## src/rtl/raccoon_lut_pkg.sv

```systemverilog
// Shared definitions for the constant-multiple lookup table and its decoder.
//   LUT_W   : width of table entries / dividend / remainder
//   LUT_KW  : table index (quotient) width, table depth 2**LUT_KW
//   LUT_C   : table step, also the constant divisor of the decoder
//   lut_state_e : decoder FSM states
package raccoon_lut_pkg;

  localparam int unsigned LUT_W  = 49;
  localparam int unsigned LUT_KW = 5;
  localparam logic [LUT_W-1:0] LUT_C = 49'd13125370249215;

  typedef enum logic [1:0] {
    IDLE = 2'd0,
    CALC = 2'd1,
    DONE = 2'd2
  } lut_state_e;

endpackage

```

## src/rtl/lut5_div_step.sv

```systemverilog
// One restoring-division step against a constant divisor.
//   rem_i   : partial remainder, W+1 bits so C<<shift never truncates
//   shift_i : bit position of the quotient bit being resolved
//   rem_o   : rem_i - (C<<shift_i) if that is non-negative, else rem_i
//   qbit_o  : 1 when the subtraction was taken
module lut5_div_step
  import raccoon_lut_pkg::*;
#(
  parameter int unsigned      W  = LUT_W,
  parameter int unsigned      IW = 3,
  parameter logic [W-1:0]     C  = LUT_C
) (
  input  logic [W:0]    rem_i,
  input  logic [IW-1:0] shift_i,
  output logic [W:0]    rem_o,
  output logic          qbit_o
);

  logic [W:0] divisor;

  always_comb begin
    divisor = {1'b0, C} << shift_i;
    qbit_o  = (rem_i >= divisor);
    rem_o   = qbit_o ? (rem_i - divisor) : rem_i;
  end

endmodule

```

## src/rtl/lut5_quotient_decoder.sv

```systemverilog
// Inverse of the constant-multiple table: recovers k = floor(x/C) and
// r = x - k*C with a sequential radix-2 restoring divider (one bit per cycle).
//   clk, rst_n          : clock, asynchronous active-low reset
//   in_valid / in_ready : dividend handshake (in_ready only in IDLE)
//   x                   : dividend, sampled at the input handshake
//   out_valid/out_ready : result handshake; results held until accepted
//   q                   : quotient, saturates at 2**KW-1
//   r                   : remainder, always x - q*C
//   ovf                 : x >= 2**KW * C
module lut5_quotient_decoder
  import raccoon_lut_pkg::*;
#(
  parameter int unsigned  W  = LUT_W,
  parameter int unsigned  KW = LUT_KW,
  parameter logic [W-1:0] C  = LUT_C
) (
  input  logic          clk,
  input  logic          rst_n,
  input  logic          in_valid,
  output logic          in_ready,
  input  logic [W-1:0]  x,
  output logic          out_valid,
  input  logic          out_ready,
  output logic [KW-1:0] q,
  output logic [W-1:0]  r,
  output logic          ovf
);

  localparam int unsigned IW = (KW > 1) ? $clog2(KW) : 1;
  localparam logic [W:0]  OVF_LIM = {1'b0, C} << KW;

  lut_state_e    state_q;
  logic [W:0]    rem_q;
  logic [KW-1:0] quo_q;
  logic [IW-1:0] cnt_q;
  logic          ovf_q;
  logic          in_ready_q;
  logic          out_valid_q;

  logic [W:0]    rem_d;
  logic          qbit_d;

  lut5_div_step #(
    .W  (W),
    .IW (IW),
    .C  (C)
  ) u_step (
    .rem_i   (rem_q),
    .shift_i (cnt_q),
    .rem_o   (rem_d),
    .qbit_o  (qbit_d)
  );

  always_ff @(posedge clk or negedge rst_n) begin
    if (!rst_n) begin
      state_q     <= IDLE;
      rem_q       <= '0;
      quo_q       <= '0;
      cnt_q       <= '0;
      ovf_q       <= 1'b0;
      in_ready_q  <= 1'b0;
      out_valid_q <= 1'b0;
    end else begin
      case (state_q)
        IDLE: begin
          in_ready_q <= 1'b1;
          if (in_valid && in_ready_q) begin
            rem_q      <= {1'b0, x};
            ovf_q      <= ({1'b0, x} >= OVF_LIM);
            quo_q      <= '0;
            cnt_q      <= IW'(KW - 1);
            in_ready_q <= 1'b0;
            state_q    <= CALC;
          end
        end
        CALC: begin
          // Quotient bits resolve MSB first, so shifting in from the LSB
          // places each bit at its final position after KW steps. Overflowing
          // inputs simply leave every bit set, which yields the saturated q.
          rem_q <= rem_d;
          quo_q <= {quo_q[KW-2:0], qbit_d};
          if (cnt_q == '0) begin
            out_valid_q <= 1'b1;
            state_q     <= DONE;
          end else begin
            cnt_q <= cnt_q - 1'b1;
          end
        end
        DONE: begin
          if (out_ready) begin
            out_valid_q <= 1'b0;
            in_ready_q  <= 1'b1;
            state_q     <= IDLE;
          end
        end
        default: begin
          out_valid_q <= 1'b0;
          in_ready_q  <= 1'b0;
          state_q     <= IDLE;
        end
      endcase
    end
  end

  assign in_ready  = in_ready_q;
  assign out_valid = out_valid_q;
  assign q         = quo_q;
  // Remainder never exceeds x, so its top working bit is always zero here.
  assign r         = rem_q[W-1:0];
  assign ovf       = ovf_q;

endmodule

```

## config.mk

```make
export PLATFORM = sky130hd
export DESIGN_NAME = lut5_quotient_decoder
export DESIGN_NICKNAME = d
export VERILOG_FILES = /design/src/rtl/raccoon_lut_pkg.sv /design/src/rtl/lut5_div_step.sv /design/src/rtl/lut5_quotient_decoder.sv
export SDC_FILE = /design/constraint.sdc
export NUM_CORES = 1
export LEC_CHECK = 0
export ABC_CLOCK_PERIOD_IN_PS = 3400
export CAP_MARGIN = 5
export CORE_MARGIN = 2
export CORE_UTILIZATION = 33
export CTS_CLUSTER_SIZE = 24
export DETAILED_ROUTE_END_ITERATION = 8
export HOLD_SLACK_MARGIN = 0.1
export SYNTH_ARGS = -nofsm -noshare
export SYNTH_HDL_FRONTEND = slang
export SYNTH_SLANG_ARGS = --single-unit
```

## constraint.sdc

```tcl
create_clock -name clk -period 3.4 [get_ports clk]
set_input_delay 1.02 -clock clk [delete_from_list [all_inputs] [get_ports clk]]
set_output_delay 1.02 -clock clk [all_outputs]
set_load 0.05 [all_outputs]
```

Run 1, clock network drawn from the DEF:
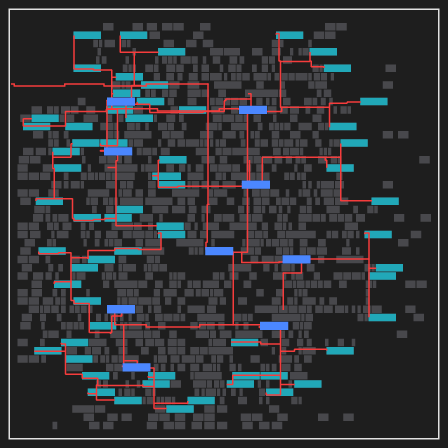
Key: red = clock wires [length 1260 µm]; blue = cells driving clock nets [count 9]; cyan = flip-flops [count 63]
Position of the flops: spread over the die.

Run 1, cell sizes after repair:
Scale bar: 50 µm.
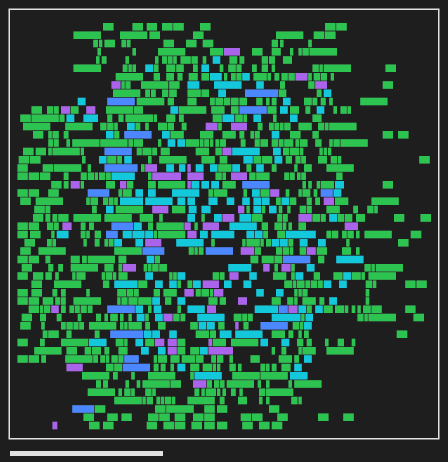
Key: cyan = drive 3 to 4 [cells 138, share 15%, most used buf_4]; purple = drive 2 [cells 52, share 5.6%, most used a21oi_2]; green = drive 1 or less [cells 716, share 77%, most used clkdlybuf4s50_1]; blue = drive 6 and up [cells 21, share 2.3%, most used clkbuf_16]

==> flow_summary_export.csv, run 1 <==
group,metric,value,unit
outcome,outcome,"complete, but fails checks",
outcome,violations,"design-rule violations",
layout,comb.multi_input.count,608,
layout,clock_area_share,4.15,%
detailed_routing,dr.first_iter.drc_count,530,
detailed_routing,wire_per_inst,19.8,µm
detailed_routing,remaining_drc_errors,6,
detailed_routing,dr_wl_met3,1.70,mm
yosys,adder_share,9.94,%
detailed_routing,drt-met1-wl,10.7,mm
placement,portBuffers,109,
yosys,top_area_share,25.8,%
layout,fin_cells,1157,
timing,fmax,0.299,GHz
placement,placed_cell_area,7760,µm²
timing,setup_violations,0,
layout,layout.area.comb,4250,µm²
setup_path,rrSetupSlack,0.06,ns
grt,antenna_found_initial,2,
timing,max_slew_margin,31.4,%
yosys,simple_gate_share,23.8,%
detailed_routing,first_pass_iters,7,
grt,grt_pass1_vias,5937,
grt,met1_usage,33.8,%
yosys,ys_sh_xor,3.29,%
yosys,ys_cells,787,
layout,area_growth,39.5,%
layout,diodes,1,
setup_path,crit_path_start_kind,"flop",
yosys,synth_area,6120,µm²
detailed_routing,drt_wl_total,22.9,mm
setup_path,crit_top_cell,"ha_4",
layout,nClkBuffers,10,
clocking,clock.latency.late_pin,0.35,ns
yosys,edf_count,0,
floorplanning,core_area,18100,µm²
run,max-cap-violations,0,
grt,gr-usage-all-layers,23.0,%
clocking,cts_buffers,9,
timing,rsz0062_at_grt,"yes",
floorplanning,die-area,19600,µm²
timing,worstMarginPinSlew,1.03,ns
timing,maxSlewViolCount,0,
layout,comb_share,49.8,%
Run 1, sequential cells colored by netlist name:
Scale bar: 50 µm. Other sequential cells in the stronger gray, the rest of the logic in the fainter gray.
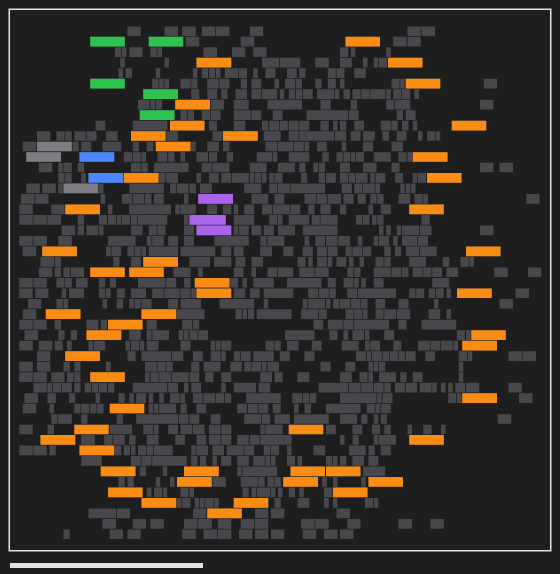
Key: orange = `rem_q` [sequential cells 50, where spread over the die]; purple = `cnt_q` [sequential cells 3]; blue = `state_q` [sequential cells 2]; green = `q` [sequential cells 5, where upper left]
Another 3 sequential cells are not colored.
flop share of the area: 18.5%
Core Util, Final: 47.2%
register area: 1580 µm²

run 1: flip-flops by register name, indices dropped and copies added (netlist names):
signal	flops
rem_q	50
q	5
cnt_q	3
state_q	2
in_ready	1
out_valid	1
ovf	1
run 1: worst paths after layout:
kind | from | to | cells past startpoint
setup / recovery | cnt_q[0]$_DFFE_PN0P_ | rem_q[40]$_DFFE_PN0P_ | 16
hold / removal | q[3]$_DFFE_PN0P_ | q[4]$_DFFE_PN0P_ | 2
setup reg to reg | cnt_q[0]$_DFFE_PN0P_ | rem_q[40]$_DFFE_PN0P_ | 16
hold reg to reg | q[3]$_DFFE_PN0P_ | q[4]$_DFFE_PN0P_ | 2
max in group asynchronous | rst_n | cnt_q[0]$_DFFE_PN0P_ | 2
min in group asynchronous | rst_n | rem_q[13]$_DFFE_PN0P_ | 1
Run 1, wire density map:
The die is cut into 28 by 28 equal tiles; dark blue is low, red is high, scaled to the fullest tile. Values are wire area over tile area, all layers added.
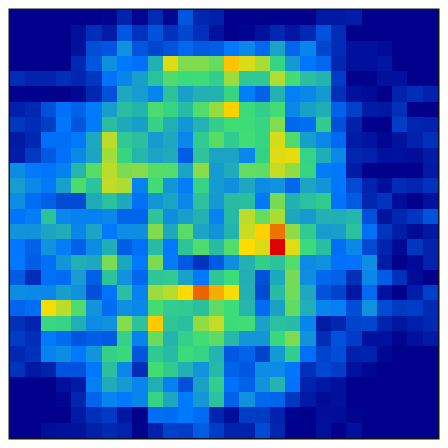

## Run 2: what changed since run 1
- CAP_MARGIN: 5 -> 20
- CTS_BUF_LIST: default -> sky130_fd_sc_hd__clkbuf_4 sky130_fd_sc_hd__clkbuf_8
- GPL_ROUTABILITY_DRIVEN: default -> 0
Run 2, wire density map:
The die is cut into 28 by 28 equal tiles; dark blue is low, red is high, scaled to the fullest tile. Values are wire area over tile area, all layers added.
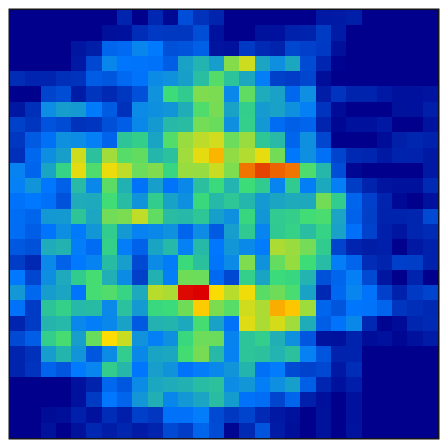
17% of the tiles are nearly empty. The emptiest ninth of the die: upper right. The mean over all tiles is 0.18.
DRT Wirelength: 22.1 mm
total track usage: 22.1%
WL/cell: 19.4 µm

==> run 2 against run 1 <==
- the run still ends with design-rule violations left
- cell count fell by 1.1%
- sequential share of layout area rose by 0.78 points
- utilization fell by 1.9 points
- die area did not move
- register-to-register slack got worse by 0.05 ns
- critical path type unchanged
- critical path depth fell by 1
- cell area fell by 4.0%
- sequential cell count did not move
==> flow_summary_export.csv, run 2 <==
group,metric,value,unit
yosys,simple_gate_share,23.8,%
layout,diodes,0,
run,max-cap-violations,0,
outcome,violations,"design-rule violations",
outcome,outcome,"complete, but fails checks",
timing,maxSlewViolCount,0,
detailed_routing,dr.first_iter.drc_count,559,
timing,setup_violations,0,
floorplanning,die-area,19600,µm²
hold_path,whs_endpoint,"q[1]$_DFFE_PN0P_",
layout,sh_seq_area,19.3,%
detailed_routing,dr_wl_met3,1.74,mm
placement,portBuffers,109,
setup_path,crit_top_cell,"ha_4",
hold_path,hold_depth,2,
setup_path,r2r-end,"rem_q[18]$_DFFE_PN0P_",
detailed_routing,first_pass_iters,9,
yosys,synth_area,6120,µm²
layout,area_growth,33.9,%
detailed_routing,remaining_drc_errors,3,
layout,clock_area_share,2.40,%
## run 2: cell count changes in the layout (fill, tap and decap cells not counted), sizes merged
| cell | change |
|---|---|
| diode | -1 |
| buf | -13 |
| clkinv | +2 |
| bufinv | -2 |
| clkinvlp | +1 |
## run 2: repair_timing
item                       4_1_cts  5_1_grt
resized                          4       34
hold buffers                     0        0
setup buffers                    1        8
setup endpoints to repair       45       48
cloned                           0        2
pin swaps                        1       16
